File: src/rtl/burst_arb_pkg.sv
// Shared types for the burst round-robin arbiter.
package burst_arb_pkg;

  typedef enum logic {
    ARB_IDLE = 1'b0,
    ARB_OWN  = 1'b1
  } arb_state_t;

endpackage

File: src/rtl/burst_rr_arbiter_rr_pick.sv
// Combinational rotate-priority picker: first requester after ptr, wrapping.
import burst_arb_pkg::*;

module rr_pick #(
  parameter int CLIENTS   = 8,
  parameter int CLIENTS_W = $clog2(CLIENTS)
) (
  input  logic [CLIENTS-1:0]   req,
  input  logic [CLIENTS_W-1:0] ptr,
  output logic                 valid,
  output logic [CLIENTS_W-1:0] idx,
  output logic [CLIENTS-1:0]   onehot
);

  localparam int DW = $clog2(2 * CLIENTS);

  logic [2*CLIENTS-1:0] dbl;
  logic [CLIENTS-1:0]   rot;
  logic [DW-1:0]        sel;

  // Two copies of req side by side let ptr+1..ptr+CLIENTS be read without wrapping.
  always_comb begin
    dbl    = {req, req};
    rot    = '0;
    sel    = '0;
    valid  = 1'b0;
    idx    = '0;
    onehot = '0;
    for (int unsigned j = 0; j < CLIENTS; j++) begin
      rot[j] = dbl[DW'(ptr) + DW'(j) + DW'(1)];
    end
    for (int unsigned j = 0; j < CLIENTS; j++) begin
      if (!valid && rot[j]) begin
        valid = 1'b1;
        sel   = DW'(ptr) + DW'(j) + DW'(1);
        if (sel >= DW'(CLIENTS)) sel = sel - DW'(CLIENTS);
        idx   = CLIENTS_W'(sel);
      end
    end
    if (valid) onehot[idx] = 1'b1;
  end

endmodule

File: src/rtl/burst_rr_arbiter.sv
// Burst round-robin arbiter: one client owns the resource until last beat,
// request drop, or the MAX_HOLD beat limit; handover is back-to-back.
import burst_arb_pkg::*;

module burst_rr_arbiter #(
  parameter int CLIENTS   = 8,
  parameter int MAX_HOLD  = 16,
  parameter int CLIENTS_W = $clog2(CLIENTS),
  parameter int HOLD_W    = $clog2(MAX_HOLD + 1)
) (
  input  logic                 clock,
  input  logic                 reset,
  input  logic [CLIENTS-1:0]   request,
  input  logic [CLIENTS-1:0]   last,
  input  logic                 stall,
  output logic [CLIENTS-1:0]   grant,
  output logic                 grant_valid,
  output logic [CLIENTS_W-1:0] grant_id,
  output logic [HOLD_W-1:0]    beat_count,
  output logic                 timeout
);

  arb_state_t           state;
  logic [CLIENTS_W-1:0] ptr;

  logic                 pick_valid;
  logic [CLIENTS_W-1:0] pick_idx;
  logic [CLIENTS-1:0]   pick_onehot;

  logic owner_req;
  logic owner_last;
  logic beat;
  logic at_limit;
  logic rearb;
  logic drop;

  // ptr always equals the current owner, so the owner is searched last.
  rr_pick #(
    .CLIENTS  (CLIENTS),
    .CLIENTS_W(CLIENTS_W)
  ) u_pick (
    .req   (request),
    .ptr   (ptr),
    .valid (pick_valid),
    .idx   (pick_idx),
    .onehot(pick_onehot)
  );

  assign owner_req  = |(grant & request);
  assign owner_last = |(grant & last);
  assign beat       = owner_req & ~stall;
  assign at_limit   = (beat_count + HOLD_W'(1)) == HOLD_W'(MAX_HOLD);

  always_comb begin
    rearb = 1'b0;
    drop  = 1'b0;
    case (state)
      ARB_IDLE: rearb = pick_valid & ~stall;
      ARB_OWN: begin
        if (!owner_req) begin
          rearb = pick_valid & ~stall;
          drop  = ~rearb;
        end else if (beat && (owner_last || at_limit)) begin
          rearb = 1'b1;
        end
      end
      default: drop = 1'b1;
    endcase
  end

  always_ff @(posedge clock) begin
    if (reset) begin
      state       <= ARB_IDLE;
      ptr         <= CLIENTS_W'(CLIENTS - 1);
      grant       <= '0;
      grant_valid <= 1'b0;
      grant_id    <= '0;
      beat_count  <= '0;
      timeout     <= 1'b0;
    end else begin
      timeout <= (state == ARB_OWN) & beat & at_limit & ~owner_last;
      if (rearb) begin
        state       <= ARB_OWN;
        ptr         <= pick_idx;
        grant       <= pick_onehot;
        grant_valid <= 1'b1;
        grant_id    <= pick_idx;
        beat_count  <= '0;
      end else if (drop) begin
        state       <= ARB_IDLE;
        grant       <= '0;
        grant_valid <= 1'b0;
        grant_id    <= '0;
        beat_count  <= '0;
      end else if (state == ARB_OWN && beat) begin
        beat_count <= beat_count + HOLD_W'(1);
      end
    end
  end

endmodule
File: config.mk
export PLATFORM = sky130hd
export DESIGN_NAME = burst_rr_arbiter
export DESIGN_NICKNAME = d
export VERILOG_FILES = /design/src/rtl/burst_arb_pkg.sv /design/src/rtl/burst_rr_arbiter_rr_pick.sv /design/src/rtl/burst_rr_arbiter.sv
export SDC_FILE = /design/constraint.sdc
export NUM_CORES = 1
export LEC_CHECK = 0
export CELL_PAD_IN_SITES_DETAIL_PLACEMENT = 1
export CELL_PAD_IN_SITES_GLOBAL_PLACEMENT = 1
export CORE_AREA = 2 2 83 69
export CTS_CLUSTER_SIZE = 12
export DETAILED_ROUTE_END_ITERATION = 12
export DIE_AREA = 0 0 85 71
export PLACE_DENSITY = 0.83
export SYNTH_ARGS = -nofsm -noshare
export SYNTH_HDL_FRONTEND = slang
export SYNTH_SLANG_ARGS = --single-unit
export TNS_END_PERCENT = 30
File: constraint.sdc
create_clock -name clock -period 3.97 [get_ports clock]
set_input_delay 0.397 -clock clock [delete_from_list [all_inputs] [get_ports clock]]
set_output_delay 0.397 -clock clock [all_outputs]
set_load 0.05 [all_outputs]
==> metrics.csv, run 1 <==
metric,value,unit
drc,0,
taps,65,
ys.warnings.count,0,
comb_cells,178,
warnings,29,
crit_slowest_cell,dfxtp_1,
cts.htree.levels,1,
grt_max_degree,19,
cts_setup_buffers,0,
p_leak,0.8993,nW
crit_chain,inv_1 -> ha_1 -> mux4_2 -> mux2_4 -> or3_4 -> nor4_4 -> o31a_2 -> nor2b_1 -> a32o_1,
hpwl,4.916,mm
comb_share,60.75,%
mostFrequentLayoutCells,"clkdlybuf4s50_1, dfxtp_1, nand2_1",
cts_resized,0,
synthArstFlopShare,0,%
grt_usage,22.05,%
ff_count,21,
gp_congestion,0.9040,
placed_cells_incl_taps,314,
clkCellAreaFrac,1.855,%
synth-edff-count,0,
status,finished clean,
num_io_pins,37,
grt_pass1_wl,10.54,mm
overflow,0,
instances_no_fill,318,
seq_power,330,uW
switchingPower,1.293,mW
ys_seq_share,20.68,%
grt_setup_unrepaired,no,
die_x,85,um
syn_inst,218,
first_pass_iters,4,
cts.sinks,21,
yosysTopAreaCell,dfxtp_1,
muxShareOfSynthArea,27.14,%
power.largest_group,combinational cells,
==> run 1: worst paths after layout <==
check	to	slack, ns	cells past startpoint
setup / recovery	grant[7]$_SDFFE_PP0P_	0.36	9
hold / removal	grant_id[0]$_SDFFE_PP0P_	0.47	2
setup reg to reg	grant[7]$_SDFFE_PP0P_	0.36	9
hold reg to reg	grant_id[0]$_SDFFE_PP0P_	0.47	2
==> run 1: stage by stage <==
| step | worst slack [ns] | area, um2 | hold WS (ns) | util (%) |
|---|---|---|---|---|
| 2_1_floorplan | 0.5639 | 2033 | 0.5746 | - |
| 3_3_place_gp | 0.4881 | 2450 | 0.4466 | 46.62 |
| 3_5_place_dp | 0.3828 | 2450 | 0.4530 | 46.62 |
| 4_1_cts | 0.3822 | 2496 | 0.4733 | 47.50 |
| 5_1_grt | 0.1643 | 2496 | 0.5006 | 47.50 |
| 6_report | 0.3574 | 2496 | 0.4687 | 47.50 |
==> run 1: synth_stat cells, types with 5 or more instances <==
cell / number
mux2_2: 9
dfxtp_1: 21
ha_1: 5
mux2i_1: 12
nor2b_1: 7
nand2_1: 18
nand3_1: 6
nor2_1: 17
mux4_2: 11
a21oi_1: 10
a22oi_1: 9
inv_1: 7
nand2b_1: 5
o21ai_0: 6
==> run 1: routing by layer <==
| metal | track usage, % | vias up | part of all wire (%) |
|---|---|---|---|
| met3 | 4.084 | 6 | 7.0 |
| met1 | 31.99 | 965 | 46 |
| met5 | 0 | - | 0 |
| met4 | 4.762 | 0 | 0.59 |
| li1 | - | 906 | - |
| met2 | 34.29 | 64 | 46 |
==> run 1: state kept, by name (all words and copies together), names as in the netlist <==
name / count
timeout: 1
grant: 8
beat_count: 5
ptr: 3
grant_id: 3
state: 1
Figure 1. Supply network (run 1).
Scale bar: 20 um. Pins as bars on the die edge.
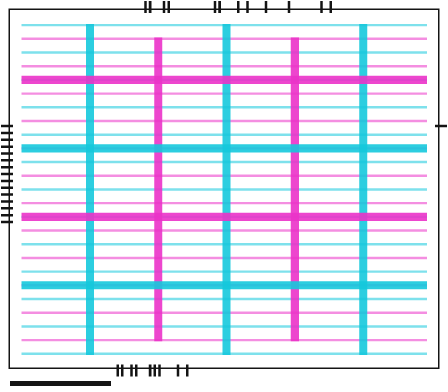
VSS: shown in cyan. VDD: shown in magenta.
37 signal pins sit on the boundary. The core has 24 rows. 5 straps on met4. 25 met1 rails follow the rows.
VDD IR max: 0.0004777 V
Core ar.: 5255 um2

Figure 2. Placed cells, one colour a class (run 1).
Scale bar: 20 um.
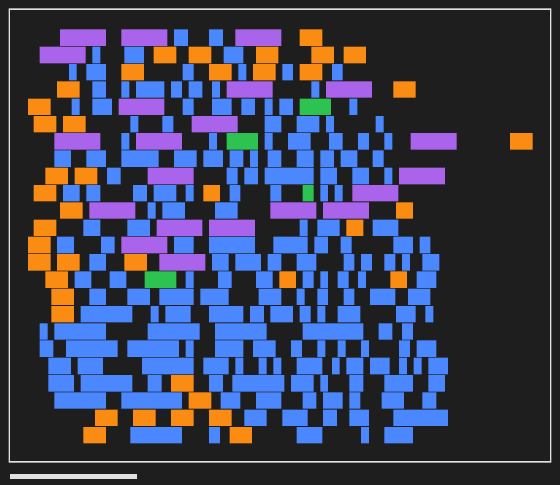
registers: shown in purple, cells 21, share of their area 17%. remaining logic cells: shown in blue, cells 187, share of their area 64%. remaining buffers and delay cells: shown in orange, cells 41, share of their area 16%. clock drivers and dummy loads: shown in green, cells 4, share of their area 1.9%.
row count: 24
fin util: 47.50%

Figure 3. Clock distribution (run 1).
Scale bar: 20 um.
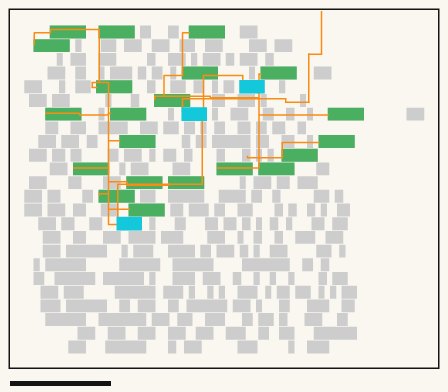
clock wires: shown in orange, length 311 um. flip-flops: shown in green, count 21. clock-net drivers: shown in cyan, count 3.
There are 4 routed clock nets.
Clk pwr share: 5.9%
Setup Skew: 0.003264 ns
clk pwr: 147 uW

==> run 2, diff against run 1 <==
Settings changed: HOLD_SLACK_MARGIN from default to 0.15.
Figure 4. Clock distribution (run 2).
Scale bar: 20 um.
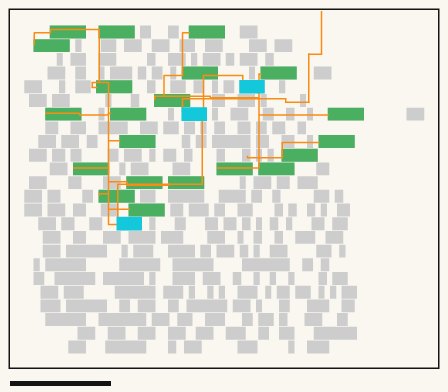
flip-flops: shown in green, count 21. clock wires: shown in orange, length 311 um. clock-net drivers: shown in cyan, count 3.
There are 4 routed clock nets.

==> run 2 against run 1 <==
Compared with the run above: first-iteration DRC count is the same; sequential share of layout area is the same; register-to-register slack is essentially flat; critical path type unchanged.
==> metrics.csv, run 2 <==
metric,value,unit
rows,24,
reg_top3,"grant x8, beat_count x5",
ys_seq_share,20.68,%
fin_util,47.50,%
largest_register_ffs,8,
ys.warnings.count,0,
logic_family,multiplexers,
layout_setup_ws,0.3574,ns
status,finished clean,
critPathMaxFanout,8,
synth-edff-count,0,
max_slew_margin,54.71,%
synth.top_cells.by_count,"dfxtp_1, nand2_1, nor2_1, mux2i_1, mux4_2",
grt_pass1_wl,10.54,mm
synthArstFlopShare,0,%
cts.sinks,21,
cts_resized,0,
dpl_worst_slack,0.3828,ns
grt_setup_unrepaired,no,
grt_usage,22.05,%
placed_cells_incl_taps,314,
gp_congestion,0.9040,
die_x,85,um
yosysTopAreaCell,dfxtp_1,
regMostFlops,grant,
mostFrequentLayoutCells,"clkdlybuf4s50_1, dfxtp_1, nand2_1",
hpwl,4.916,mm
ys_types,55,
grt_max_degree,19,
core_region_area,5255,um2
place_area,2450,um2
instances_no_fill,318,
overflow,0,
first_pass_iters,4,
top_cell,dfxtp_1,
cts_setup_buffers,0,
num_io_pins,37,
drc,0,
p_leak,0.8993,nW
finalClockSkew,0.003264,ns
hold_ws,0.4687,ns
cap_violations,0,
cts.htree.levels,1,
warnings,29,
muxShareOfSynthArea,27.14,%
peakVddDrop,0.0004777,V
num_antenna_cells,0,
fin_area,2496,um2
run 2: power breakdown:
part,total (mW),leakage (nW),switching [mW],internal (mW)
sequential,0.330,0.171,0.0664,0.264
combinational,1.99,0.703,1.15,0.844
clock,0.147,0.0255,0.0763,0.0702
total,2.47,0.899,1.29,1.18
run 2: worst paths after layout:
path | endpoint | slack (ns) | cells past startpoint
hold reg to reg | grant_id[0]$_SDFFE_PP0P_ | 0.47 | 2
hold / removal | grant_id[0]$_SDFFE_PP0P_ | 0.47 | 2
setup / recovery | grant[7]$_SDFFE_PP0P_ | 0.36 | 9
setup reg to reg | grant[7]$_SDFFE_PP0P_ | 0.36 | 9
run 2: kinds of logic after synthesis:
group | after synthesis
flip-flops | 21
AND/OR/NAND/NOR | 79
buffers and inverters | 19
multiplexers | 36
adder cells (fa/ha/maj) | 5
XOR/XNOR | 7
AND-OR/OR-AND | 51
run 2: final cells by class:
type	count	area, um2	share of cell area [%]
Multi-Input combinational cell	178	1516	60.75
Sequential cell	21	420.4	16.84
Timing Repair Buffer	41	397.9	15.94
Tap cell	65	81.33	3.258
Clock buffer	3	41.29	1.654
Inverter	9	33.78	1.353
Clock inverter	1	5.005	0.2005
run 2: worst max-delay path: stages (launching register included):
cell and delay [ns]:
dfxtp_1 0.59, inv_1 0.18, ha_1 0.41, mux4_2 0.52
mux2_4 0.31, or3_4 0.44, nor4_4 0.25, o31a_2 0.23
nor2b_1 0.43, a32o_1 0.19
run 2: per-layer routing:
layer	routed length (um)	global-route usage, %	up-vias
met5	0	0	-
met4	38	4.762	0
met3	449	4.084	6
met2	2981	34.29	64
met1	2944	31.99	965
li1	-	-	906
Power figures rest on the tool's default switching activity, not on a simulated workload.
